**Run 1: metal 1**

Bar = 50 µm.
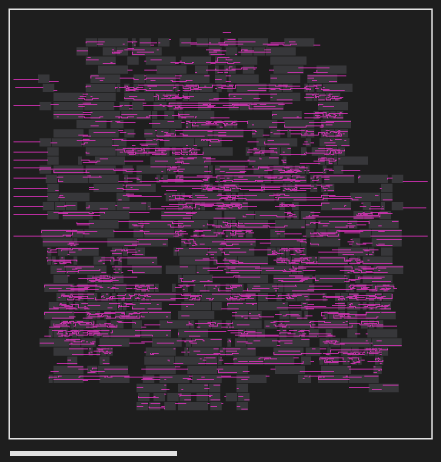
**Run 1: routing congestion map**

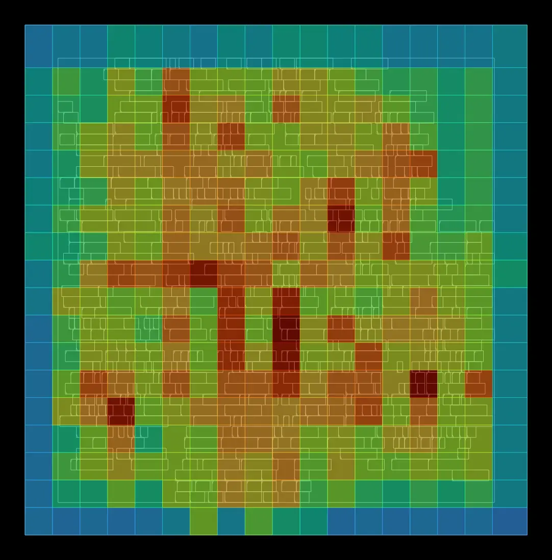
**Run 1: wire density map**

The die is cut into 25 by 26 equal tiles; white is low, dark blue is high, scaled to the fullest tile. Values are wire area over tile area, all layers added.
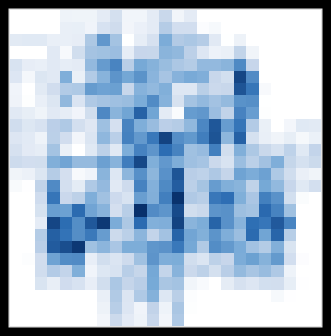
**Run 1: signal wires by layer**

Bar = 50 µm. Only two layers are drawn.
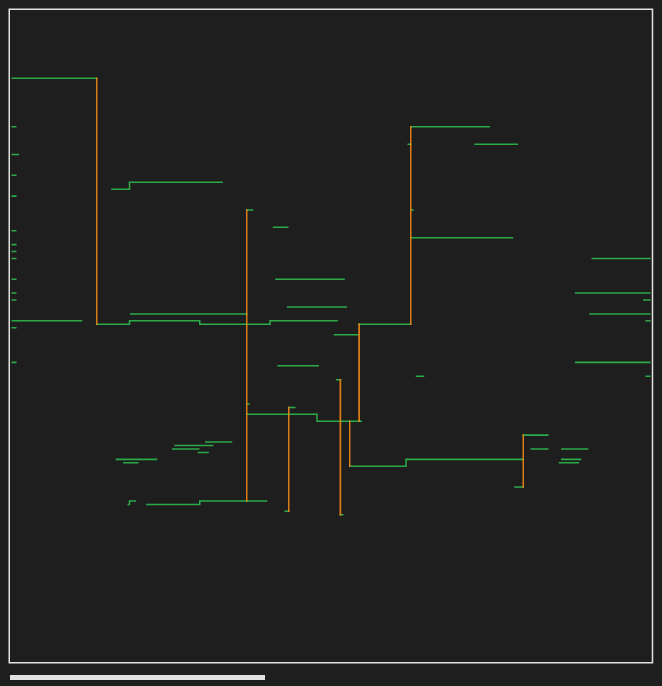
### src/rtl/nes_joypad_ctrl.sv
// NES controller-port engine: synchronises, debounces and autofire-gates raw button
// vectors, serves them serially per $4016/$4017, and raises a per-player change IRQ.
module nes_joypad_ctrl #(
  parameter int C_players       = 2,
  parameter int C_buttons       = 8,
  parameter int C_debounce_bits = 20,
  parameter int C_clk_hz        = 21477272,
  parameter int C_autofire_hz   = 10,
  parameter bit C_serial_fill   = 1'b1
) (
  input  logic                           clock,
  input  logic                           reset,
  input  logic [C_players*C_buttons-1:0] i_btn,
  input  logic [C_players*C_buttons-1:0] i_autofire_en,
  input  logic                           i_strobe,
  input  logic [C_players-1:0]           i_joy_clock,
  output logic [C_players-1:0]           o_data,
  output logic [C_players*C_buttons-1:0] o_state,
  output logic                           o_irq,
  input  logic                           i_irq_ack,
  output logic [C_players-1:0]           o_changed
);

  localparam int NB    = C_players * C_buttons;
  localparam int HALF  = C_clk_hz / (2 * C_autofire_hz);
  localparam int PRE_W = (HALF > 1) ? $clog2(HALF) : 1;
  localparam logic [PRE_W-1:0] PRE_LAST = PRE_W'((HALF > 1) ? HALF - 1 : 0);

  logic [NB-1:0]              btn_p0, btn_p1, af_p0, af_p1;
  logic [C_debounce_bits-1:0] cnt [C_players];
  logic [NB-1:0]              state;
  logic [C_players-1:0]       change;
  logic [PRE_W-1:0]           pre;
  logic                       phase;
  logic [NB-1:0]              eff;
  logic [C_buttons-1:0]       sr [C_players];
  logic [C_players-1:0]       jc_prev;
  logic                       irq;
  logic [C_players-1:0]       changed;

  function automatic logic [C_debounce_bits-1:0] sat_inc(input logic [C_debounce_bits-1:0] c);
    return c[C_debounce_bits-1] ? c : c + C_debounce_bits'(1);
  endfunction

  // Stage p0/p1: two-flop synchroniser for the asynchronous button and autofire inputs
  always_ff @(posedge clock or posedge reset) begin
    if (reset) begin
      btn_p0 <= '0;
      btn_p1 <= '0;
      af_p0  <= '0;
      af_p1  <= '0;
    end else begin
      btn_p0 <= i_btn;
      btn_p1 <= btn_p0;
      af_p0  <= i_autofire_en;
      af_p1  <= af_p0;
    end
  end

  // Debounce: the counter enforces a minimum interval between accepted vector changes
  always_comb begin
    change = '0;
    for (int p = 0; p < C_players; p++)
      change[p] = (btn_p1[p*C_buttons +: C_buttons] != state[p*C_buttons +: C_buttons])
                  && cnt[p][C_debounce_bits-1];
  end

  always_ff @(posedge clock or posedge reset) begin
    if (reset) begin
      state <= '0;
      for (int p = 0; p < C_players; p++) cnt[p] <= '0;
    end else begin
      for (int p = 0; p < C_players; p++) begin
        if (change[p]) begin
          state[p*C_buttons +: C_buttons] <= btn_p1[p*C_buttons +: C_buttons];
          cnt[p] <= '0;
        end else begin
          cnt[p] <= sat_inc(cnt[p]);
        end
      end
    end
  end

  // Autofire phase generator; gating applies only to what the NES sees, never to state
  always_ff @(posedge clock or posedge reset) begin
    if (reset) begin
      pre   <= '0;
      phase <= 1'b0;
    end else if (pre == PRE_LAST) begin
      pre   <= '0;
      phase <= ~phase;
    end else begin
      pre <= pre + PRE_W'(1);
    end
  end

  always_comb begin
    eff = '0;
    for (int p = 0; p < C_players; p++)
      eff[p*C_buttons +: C_buttons] = state[p*C_buttons +: C_buttons]
        & (~af_p1[p*C_buttons +: C_buttons] | {C_buttons{phase}});
  end

  // Serial shifters: strobe load has priority over a coincident joy-clock falling edge
  always_ff @(posedge clock or posedge reset) begin
    if (reset) begin
      jc_prev <= '0;
      for (int p = 0; p < C_players; p++) sr[p] <= '0;
    end else begin
      jc_prev <= i_joy_clock;
      for (int p = 0; p < C_players; p++) begin
        if (i_strobe)
          sr[p] <= eff[p*C_buttons +: C_buttons];
        else if (jc_prev[p] && !i_joy_clock[p])
          sr[p] <= {C_serial_fill, sr[p][C_buttons-1:1]};
      end
    end
  end

  always_comb begin
    o_data = '0;
    for (int p = 0; p < C_players; p++) o_data[p] = sr[p][0];
  end

  // Change IRQ: a change landing with the ack survives it
  always_ff @(posedge clock or posedge reset) begin
    if (reset) begin
      irq     <= 1'b0;
      changed <= '0;
    end else if (i_irq_ack) begin
      irq     <= |change;
      changed <= change;
    end else begin
      irq     <= irq | (|change);
      changed <= changed | change;
    end
  end

  assign o_state   = state;
  assign o_irq     = irq;
  assign o_changed = changed;

endmodule

### config.mk
export PLATFORM = sky130hd
export DESIGN_NAME = nes_joypad_ctrl
export DESIGN_NICKNAME = d
export VERILOG_FILES = /design/src/rtl/nes_joypad_ctrl.sv
export SDC_FILE = /design/constraint.sdc
export NUM_CORES = 1
export LEC_CHECK = 0
export CORE_AREA = 8 8 118 120
export CTS_CLUSTER_DIAMETER = 60
export DETAILED_ROUTE_END_ITERATION = 12
export DIE_AREA = 0 0 126 128
export MAX_ROUTING_LAYER = met4
export PLACE_DENSITY = 0.73
export SYNTH_ARGS = -nofsm -noshare
export SYNTH_HDL_FRONTEND = slang
export SYNTH_SLANG_ARGS = --single-unit
### constraint.sdc
create_clock -name clock -period 9.1 [get_ports clock]
set_input_delay 1.82 -clock clock [delete_from_list [all_inputs] [get_ports clock]]
set_output_delay 1.82 -clock clock [all_outputs]
set_load 0.02 [all_outputs]
==> reports/qor.txt, run 1 <==
CP Class = flop to output pin
maxcap violations = 0
die width = 126 µm
Highest Signal Layer = met4
actual slew at the worst max-slew pin = 1.036 ns
Worst-path clk slew = 0.06 ns
reg2reg setup slack = 6.91 ns
Iteration-0 DRC Markers = 364
adder-cell share of the synthesized area = 0.7713%
Comb gate area = 2218 µm²
Flop Count = 163
cycle use final = 36.87%
Net Sw Frac = 21.68%
CTS tree = done
register share after synthesis = 62.86%
most common cell in the netlist = dfrtp_1
outcome = finished clean
mean area per synthesized cell = 11.93 µm²
met3 wire length = 425 µm
Worst setup EP type = output pin
row cnt = 41
Num CTS Buffers = 17
crit path time final = 3.355 ns
CTS max path bufs = 2
sink of the worst hold path = af_p1[8]
crit path max fanout = 4
dominant class by area = registers
CTS H-tree lvls = 4
ANT cells = 0
post-CTS setup repair buffer count = 0
unrepaired setup endpoints after global routing = false
final setup vio count = 0
Clock Skew = 0.006390 ns
final cell count without fillers = 771
flop share of the area = 52.30%
ys flop type = dfrtp_1
Main area contributors = dfrtp_1, mux2_2, o21ai_0
Filler Cells Inserted = 903
clock root cell = clkbuf_16
cells on worst reg2reg path = 5
nets@finish = 650
Buf/Inv on CP = 1
Leak Pwr = 3.524 nW
setup TNS = 0 ns
worst hold path class = flop to flop
yosys stat cell total = 544
Post-synth regs = 163
register area = 4079 µm²
Metal-1 WL = 5.308 mm
clk tree area frac = 7.508%
Well Taps = 150
seq pwr = 0.753 mW
DR WL met2 = 6.279 mm
Synth Area in XOR/XNOR = 5.129%
hold depth = 0
Slowest Stage Delay on Critical Path = 0.65 ns
Async SR Flop Fraction = 100.0%
Final Max Slew Viols = 0
largest net degree at the start of global routing = 98
cell count along the critical path = 1
core area = 12210 µm²
Logic family by area = simple AND/OR/NAND/NOR gates
Reg2Reg Capture Point = o_state[1]
Ys Warns = 0
Pwr Total = 1.506 mW
Top cells excl fill/tap = dfrtp_1, clkdlybuf4s50_1, o21ai_0
maximum clock rate = 298.1 MHz
Setup crit end = o_state[0]
synthesized instance count = 544
sequential share of power = 50.0%
global route overflow = 0
first-pass GRT wire length = 21.38 mm
cts repair resizes = 0
nonclk buf count = 61
buffering overhead = 7.733%
clock sinks = 163
multi-input combinational area share = 28.45%
Post-DRT Antenna Nets = 0
About 'metal 1':
share of all routed wire: 43%
longest straight run: 36.8 µm
wire length on this layer: 5310 µm
routed vias: 4273
met1 Usage GRT: 20.11%
routed wire length: 12.24 mm

About 'routing congestion map':
DR WL/cell: 15.88 µm
grt met2 use: 28.23%
GRT Util Overall: 17.31%
grt peak-use layer: met2
Finished Core Util: 63.88%

About 'wire density map':
fullest tile: 0.44
tiles over half the peak: 19%
densest ninth of the die: center
emptiest ninth of the die: upper right

About 'signal wires by layer':
| color | layer | wire length |
|---|---|---|
| orange | M4 | 229 µm |
| green | M3 | 426 µm |

==> inputs of run 2 (changes only) <==
CORE_AREA = 8 8 122 124   (was 8 8 118 120)
DIE_AREA = 0 0 130 132   (was 0 0 126 128)
PLACE_DENSITY = 0.71   (was 0.73)
clock period = 2.7 ns   (was 9.1 ns; I/O delays follow)
==> run 2 against run 1 <==
Clock-buffer cell count grew 1. Sequential share of layout area shrank 0.42 points. Hold slack gained 0.00079 ns. Flip-flop count is the same. Sequential power grew to 3.4 times the previous value. Combinational power grew to 3.5 times the previous value. Clock skew is essentially flat. Largest cell class unchanged. Largest power group unchanged. Non-clock buffer count is the same. Clock power grew to 3.4 times the previous value. Cell count grew 3.4%.
==> reports/qor.txt, run 2 <==
outcome = finished clean
final cell count without fillers = 797
maximum clock rate = 443.2 MHz
nets@finish = 650
cell count along the critical path = 4
Iteration-0 DRC Markers = 325
synthesized instance count = 544
clock root cell = clkbuf_16
most common cell in the netlist = dfrtp_1
DR WL met2 = 6.227 mm
ys flop type = dfrtp_1
CTS max path bufs = 2
Well Taps = 176
Flop Count = 163
largest net degree at the start of global routing = 83
Main area contributors = dfrtp_1, mux2_2, o21ai_0
Finished Core Util = 60.57%
reg2reg setup slack = 0.44 ns
Async SR Flop Fraction = 100.0%
Highest Signal Layer = met4
Hold Buf Count CTS = 0
sink of the worst hold path = af_p1[11]
Synth Area in XOR/XNOR = 5.129%
grt met2 use = 25.21%
sequential share of power = 49.6%
dominant class by area = registers
Buf/Inv on CP = 0
Net Sw Frac = 21.67%
crit path max fanout = 27
Post-synth regs = 163
CTS tree = done
Comb gate area = 2218 µm²
crit path time final = 2.256 ns
Setup crit end = o_state[8]
routed wire length = 12.41 mm
worst hold path class = flop to flop
yosys stat cell total = 544
Ys Warns = 0
Worst-path clk slew = 0.06 ns
setup TNS = 0 ns
grt peak-use layer = met2
seq pwr = 2.54 mW
ANT cells = 0
register area = 4079 µm²
unrepaired setup endpoints after global routing = false
Post-DRT Antenna Nets = 0
buffering overhead = 7.989%
Filler Cells Inserted = 1036
Slowest Stage Delay on Critical Path = 0.99 ns
Chip Area = 17160 µm²
CP Class = flop to flop
Num CTS Buffers = 17
mean area per synthesized cell = 11.93 µm²
Reg2Reg Capture Point = o_state[8]
flop share of the area = 51.88%
Reg-to-Reg Start = o_state[12]
Top cells excl fill/tap = dfrtp_1, clkdlybuf4s50_1, o21ai_0
Logic family by area = simple AND/OR/NAND/NOR gates
CTS H-tree lvls = 4
Leak Pwr = 3.534 nW
final setup vio count = 0
core area = 12980 µm²
met1 Usage GRT = 19.38%
row cnt = 42
die width = 130 µm
Pwr Total = 5.119 mW
cells on worst reg2reg path = 4
hold depth = 0
cycle use final = 83.57%
top cells by count = dfrtp_1, o21ai_0, nor2_1
actual slew at the worst max-slew pin = 1.264 ns
cts repair resizes = 0
Max power group = registers
met3 wire length = 436 µm
multi-input combinational area share = 28.21%
clk tree area frac = 7.543%
first-pass GRT wire length = 21.29 mm
clock sinks = 163
Clock Skew = 0.005970 ns
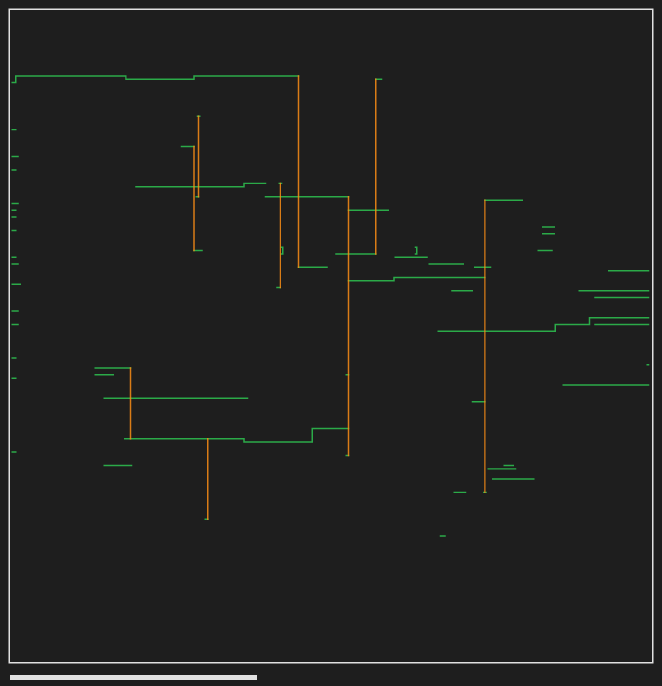
**Above:** run 2 (signal wires by layer).
Bar = 50 µm. Only two layers are drawn.
GRT Util Overall: 16.03%
DR WL/cell: 15.57 µm
routed vias: 4245

Power and IR drop assume default switching activity.
